### Clock network drawn from the DEF

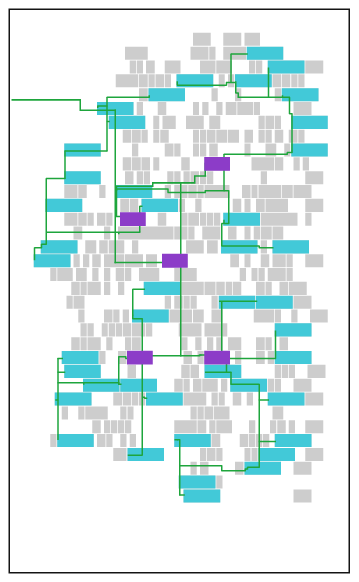
### Pin map

Pins as bars across the die edge, other pins in grey.
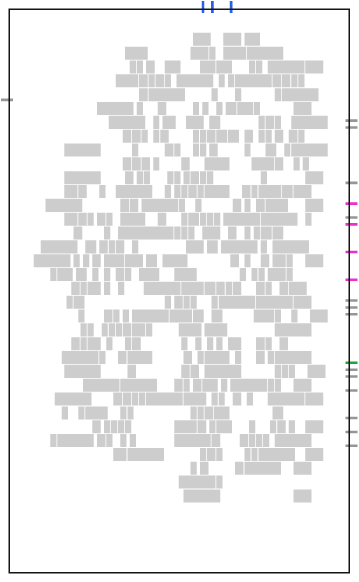
[src/rtl/keypad_pkg.sv]
`default_nettype none
// ============================================================================
// Module   : keypad_pkg
// Brief    : Shared constants, state encoding and helpers for the 3x4 keypad scanner.
// Revision : 1.0 - initial release
// ============================================================================
package keypad_pkg;

    localparam logic [3:0] ROW1 = 4'b1000;
    localparam logic [3:0] ROW2 = 4'b0100;
    localparam logic [3:0] ROW3 = 4'b0010;
    localparam logic [3:0] ROW4 = 4'b0001;

    localparam logic [2:0] COL_L = 3'b100;
    localparam logic [2:0] COL_M = 3'b010;
    localparam logic [2:0] COL_R = 3'b001;

    localparam logic [3:0] KEY_STAR = 4'd10;
    localparam logic [3:0] KEY_HASH = 4'd11;

    typedef enum logic [1:0] {
        SCAN     = 2'd0,
        DEBOUNCE = 2'd1,
        HELD     = 2'd2
    } state_e;

    function automatic logic is_onehot3(input logic [2:0] v);
        return (v == COL_L) || (v == COL_M) || (v == COL_R);
    endfunction

    function automatic logic [3:0] rotate_row(input logic [3:0] r);
        return {r[0], r[3:1]};
    endfunction

endpackage
`default_nettype wire

[src/rtl/keypad_tick_div.sv]
`default_nettype none
// ============================================================================
// Module   : keypad_tick_div
// Brief    : Free-running divider; tick is high on the last cycle of each CLK_DIV period.
// Revision : 1.0 - initial release
// ============================================================================
module keypad_tick_div #(
    parameter int CLK_DIV = 5000
) (
    input  logic clock,
    input  logic reset,
    output logic tick
);

    localparam int              W    = $clog2(CLK_DIV);
    localparam logic [W-1:0]    LAST = W'(CLK_DIV - 1);

    logic [W-1:0] count_q;

    always_ff @(posedge clock) begin
        if (reset) begin
            count_q <= '0;
        end else if (count_q == LAST) begin
            count_q <= '0;
        end else begin
            count_q <= count_q + 1'b1;
        end
    end

    assign tick = (count_q == LAST);

endmodule
`default_nettype wire

[src/rtl/keypad_scanner.sv]
`default_nettype none
// ============================================================================
// Module   : keypad_scanner
// Brief    : 3x4 keypad row scanner with press/release debounce and one-hot key outputs.
// Revision : 1.0 - initial release
// ============================================================================
module keypad_scanner #(
    parameter int CLK_DIV  = 5000,
    parameter int DEBOUNCE = 8
) (
    input  logic       clock,
    input  logic       reset,
    input  logic [2:0] col_in,
    output logic [3:0] row_out,
    output logic [2:0] coluna,
    output logic [3:0] linha,
    output logic       key_valid,
    output logic [3:0] key_code,
    output logic       key_strobe
);
    // Named imports keep the DEBOUNCE parameter distinct from the DEBOUNCE state.
    import keypad_pkg::state_e;
    import keypad_pkg::SCAN;
    import keypad_pkg::HELD;
    import keypad_pkg::ROW1;
    import keypad_pkg::ROW2;
    import keypad_pkg::ROW3;
    import keypad_pkg::ROW4;
    import keypad_pkg::COL_L;
    import keypad_pkg::COL_M;
    import keypad_pkg::KEY_STAR;
    import keypad_pkg::KEY_HASH;
    import keypad_pkg::is_onehot3;
    import keypad_pkg::rotate_row;

    localparam int           CW      = $clog2(DEBOUNCE + 1);
    localparam logic [CW-1:0] DEB_MAX = CW'(DEBOUNCE);
    localparam logic [CW-1:0] ONE     = CW'(1);

    logic tick;

    keypad_tick_div #(.CLK_DIV(CLK_DIV)) u_tick_div (
        .clock (clock),
        .reset (reset),
        .tick  (tick)
    );

    state_e        state_q,   state_d;
    logic [3:0]    row_q,     row_d;
    logic [2:0]    cap_col_q, cap_col_d;
    logic [CW-1:0] cnt_q,     cnt_d;
    logic [CW-1:0] rel_q,     rel_d;
    logic [2:0]    coluna_q,  coluna_d;
    logic [3:0]    linha_q,   linha_d;
    logic          valid_q,   valid_d;
    logic [3:0]    code_q,    code_d;
    logic          strobe_q,  strobe_d;
    logic [CW-1:0] cnt_inc, rel_inc;
    logic          accept;

    function automatic logic [3:0] decode(input logic [3:0] row, input logic [2:0] col);
        logic [3:0] idx;
        logic [3:0] base;
        idx = (col == COL_L) ? 4'd1 : (col == COL_M) ? 4'd2 : 4'd3;
        case (row)
            ROW1:    base = 4'd0;
            ROW2:    base = 4'd3;
            ROW3:    base = 4'd6;
            default: base = 4'd0;
        endcase
        if (row == ROW4) begin
            return (col == COL_L) ? KEY_STAR : (col == COL_M) ? 4'd0 : KEY_HASH;
        end
        return base + idx;
    endfunction

    always_ff @(posedge clock) begin
        if (reset) begin
            state_q   <= SCAN;
            row_q     <= ROW1;
            cap_col_q <= '0;
            cnt_q     <= '0;
            rel_q     <= '0;
            coluna_q  <= '0;
            linha_q   <= '0;
            valid_q   <= 1'b0;
            code_q    <= '0;
            strobe_q  <= 1'b0;
        end else begin
            state_q   <= state_d;
            row_q     <= row_d;
            cap_col_q <= cap_col_d;
            cnt_q     <= cnt_d;
            rel_q     <= rel_d;
            coluna_q  <= coluna_d;
            linha_q   <= linha_d;
            valid_q   <= valid_d;
            code_q    <= code_d;
            strobe_q  <= strobe_d;
        end
    end

    always_comb begin
        state_d   = state_q;
        row_d     = row_q;
        cap_col_d = cap_col_q;
        cnt_d     = cnt_q;
        rel_d     = rel_q;
        coluna_d  = coluna_q;
        linha_d   = linha_q;
        valid_d   = valid_q;
        code_d    = code_q;
        strobe_d  = 1'b0;
        accept    = 1'b0;
        cnt_inc   = (cnt_q == DEB_MAX) ? cnt_q : cnt_q + 1'b1;
        rel_inc   = (rel_q == DEB_MAX) ? rel_q : rel_q + 1'b1;

        if (tick) begin
            case (state_q)
                SCAN: begin
                    if (is_onehot3(col_in)) begin
                        cap_col_d = col_in;
                        cnt_d     = ONE;
                        if (DEB_MAX == ONE) begin
                            accept = 1'b1;
                        end else begin
                            state_d = keypad_pkg::DEBOUNCE;
                        end
                    end else begin
                        row_d = rotate_row(row_q);
                    end
                end
                keypad_pkg::DEBOUNCE: begin
                    if (col_in == cap_col_q) begin
                        cnt_d = cnt_inc;
                        if (cnt_inc == DEB_MAX) begin
                            accept = 1'b1;
                        end
                    end else begin
                        cnt_d   = '0;
                        row_d   = rotate_row(row_q);
                        state_d = SCAN;
                    end
                end
                HELD: begin
                    // Any nonzero column, even a different key, just restarts the release count.
                    if (col_in == 3'b000) begin
                        rel_d = rel_inc;
                        if (rel_inc == DEB_MAX) begin
                            rel_d    = '0;
                            cnt_d    = '0;
                            coluna_d = '0;
                            linha_d  = '0;
                            valid_d  = 1'b0;
                            code_d   = '0;
                            row_d    = rotate_row(row_q);
                            state_d  = SCAN;
                        end
                    end else begin
                        rel_d = '0;
                    end
                end
                default: state_d = SCAN;
            endcase
        end

        if (accept) begin
            state_d  = HELD;
            rel_d    = '0;
            coluna_d = cap_col_d;
            linha_d  = row_q;
            valid_d  = 1'b1;
            code_d   = decode(row_q, cap_col_d);
            strobe_d = 1'b1;
        end
    end

    assign row_out    = row_q;
    assign coluna     = coluna_q;
    assign linha      = linha_q;
    assign key_valid  = valid_q;
    assign key_code   = code_q;
    assign key_strobe = strobe_q;

endmodule
`default_nettype wire

[config.mk]
export PLATFORM = sky130hd
export DESIGN_NAME = keypad_scanner
export DESIGN_NICKNAME = d
export VERILOG_FILES = /design/src/rtl/keypad_pkg.sv /design/src/rtl/keypad_tick_div.sv /design/src/rtl/keypad_scanner.sv
export SDC_FILE = /design/constraint.sdc
export NUM_CORES = 1
export LEC_CHECK = 0
export ABC_AREA = 1
export CAP_MARGIN = 20
export CORE_ASPECT_RATIO = 1.75
export CORE_MARGIN = 4
export CORE_UTILIZATION = 39
export CTS_CLUSTER_SIZE = 14
export DETAILED_ROUTE_END_ITERATION = 10
export GPL_TIMING_DRIVEN = 0
export MAX_ROUTING_LAYER = met4
export PLACE_DENSITY = 0.66
export SYNTH_ARGS = -nofsm -noshare
export SYNTH_HDL_FRONTEND = slang
export SYNTH_SLANG_ARGS = --single-unit
[constraint.sdc]
create_clock -name clock -period 3 [get_ports clock]
set_input_delay 0.3 -clock clock [delete_from_list [all_inputs] [get_ports clock]]
set_output_delay 0.3 -clock clock [all_outputs]
set_load 0.1 [all_outputs]
==> Changelog: implementation <==
### Changed

* Outcome: completed
* Top delay family on crit path: simple AND/OR/NAND/NOR gates
* Clock sink total at 43
* Top Usage Layer GRT: met2
* DR DRC count at 0
* Worst Clk Skew at 0.0120 ns
* Non-clock buffers, area share at 7.67%
* Cts hold-fix bufs at 0
* Leak at 1.09 nW
* Drt wl/cell at 11.3 um
* Sequential Area at 861 um2
* Post-Layout Cell Count at 436
* Top reg by flops: u_tick_div.count_q
* Core area at 5880 um2
* Final Cell Area at 2760 um2
* Final worst path period share at 89.1%
* Max-slew violation count at 0
* Slew @ Worst Pin at 0.977 ns
* Hold_ws at 0.342 ns
* Post-Syn Instances at 330
* Fill count at 598
* Worst Reg-to-Reg Cells at 13
* Pwr top: sequential cells
* CP Max Fanout at 5
* Tool warning count at 31
* Largest net degree at the start of global routing at 14
* RR Startpoint: u_tick_div.count_q[0]
* GRT overflow at 0
* Worst Path Required at 3.19 ns
* Combinational power share at 3.9%
* Die Y at 110 um
* Max-area cell class: combinational gates
* Met2 Use GR at 29.1%
* Post-CTS setup buffer count at 0
* Met1 usage at 12.9%
* CTS resizes at 0
* Biggest cell delay along the critical path at 0.38 ns
* Largest register FFs at 13
* Sequential share of cell area at 31.2%
* Final hold violation count at 0
* P&R area growth vs syn at 17.7%
* Total track usage at 14.9%
* Placed Instances at 428
* Proportion of synthesized chip area in sequential cells at 36.8%
* Antenna Violating Nets Remaining at 0
* Yosys top cell by area: dfxtp_1
* EDFF count, synth at 0
* Mapped Avg Cell Area at 7.09 um2
* Worst Path Arrival at 2.87 ns
* Top cells by area: dfxtp_1 37%, nand2_1 9.6%, inv_1 7.2%, nor2_1 6.6%, ha_1 5.9%
* Setup ws final at 0.328 ns
* WL met1 at 1880 um
* WL final at 4920 um
* M3 GR Usage at 2.85%
* Worst Setup Path Type: reg2reg
* Antenna cells at 0
* Multi-In Gates at 233
* Vias at 2,121
* Total nets after synthesis at 347
* Sequential Power Share at 53.2%
* Yosys xor share at 2.99%
* Logic area at 1280 um2
* Post-DP HPWL at 4030 um
* CTS tree: done
* Worst-case vdd ir drop at 0.299 mV
* First-pass GRT wire length at 8600 um
* Initial DRC Count at 117
* Clock network share of area at 4.27%
* Vias/cell at 4.86
* Min Tclk post-route at 2.67 ns
* Cells along the critical path: ha_1 -> nand2_1 -> nor2_1 -> nand3_2 -> nor2_1 -> nand2_1 -> o21ai_1 -> nand3_1 -> ha_1 -> fa_1 -> or2_2 -> nand3_1 -> o31ai_1
* Placed Area at 2640 um2
* Combinational share of cell area at 46.3%
* Flip-flops at 43
* Clock Path Buffers at 2
* Met3 WL at 159 um
* Worst reg2reg path endpoint: key_code[2]
* DR top layer: met4
* Sw Pwr at 0.225 mW
* Compound-Gate Fraction of Synth Area at 11.2%
* Slew HR at 34.7%
* Sequential power at 0.576 mW
* Clock root buffer master: clkbuf_8
* Synth top area share at 36.8%
* Critical path capture point type: flop
* Floorplan utilization at 39.8%
* Total Power at 1.08 mW
* Count leader, synth: nand2_1
* Most common reg cell: dfxtp_1
* RSZ-0062 raised after global routing: no
* Tap cells at 78
* IO Pins at 22
* Endpoints failing setup at 0
* Switching Share at 20.8%
* AND/OR/NAND/NOR Cells, Area Fraction at 33.6%
* Max-cap violation count at 0
* Hold Crit Endpoint: cap_col_q[1]
* Synth cell count leaders: 60 x nand2_1, 45 x inv_1, 43 x dfxtp_1, 41 x nor2_1, 26 x nand3_1
* FF-to-FF setup slack at 0.33 ns
* Yosys reg bits at 43
* Worst setup SP type: flop
* Signal buffers at 23
* Die ar. at 7350 um2
* Comb area leader: simple AND/OR/NAND/NOR gates
* Mux frac, synth at 0%
* Ratio of cells with drive above 1 in the final layout at 10.3%
* Adder-cell share of the synthesized area at 6.73%
* HP Class: in2reg
* Clock input transition at the sequential cells of the worst setup and hold paths at 0.09 ns
* Gpl congestion at 0.793
* Total CTS buffers at 5
* Worst hold stages at 2
* Vias in the first global route at 2,111
* Finished Core Util at 46.9%
* Most frequent cells in the layout: 60 x nand2_1, 45 x inv_1, 43 x dfxtp_1
* Die width at 66.6 um
* Worst Hold Launch: reset
* Inverters at 51
* Synthesized cell area at 2340 um2
* Cell Int Power at 0.857 mW
* Critical Path Sink: key_code[2]
* Clock network power at 0.464 mW
* Initial antenna violation count at 0
* Count of different cell masters after synthesis at 34
* Setup TNS at 0 ns
Notes on 'Clock network drawn from the DEF' above:
[clock wires] green | length: 529 um
[clock drivers] purple | count: 5
[flip-flops] cyan | count: 43
routed clock nets: 6

Notes on 'Pin map' above:
| port | colour | pins | direction | edge |
|---|---|---|---|---|
| key_strobe | green | 1 | output | right |
| col_in | blue | 3 | input | top |
| key_code | magenta | 4 | output | right |
all pins by edge: 18 right, 3 top, 1 left

Power and IR drop assume default switching activity.
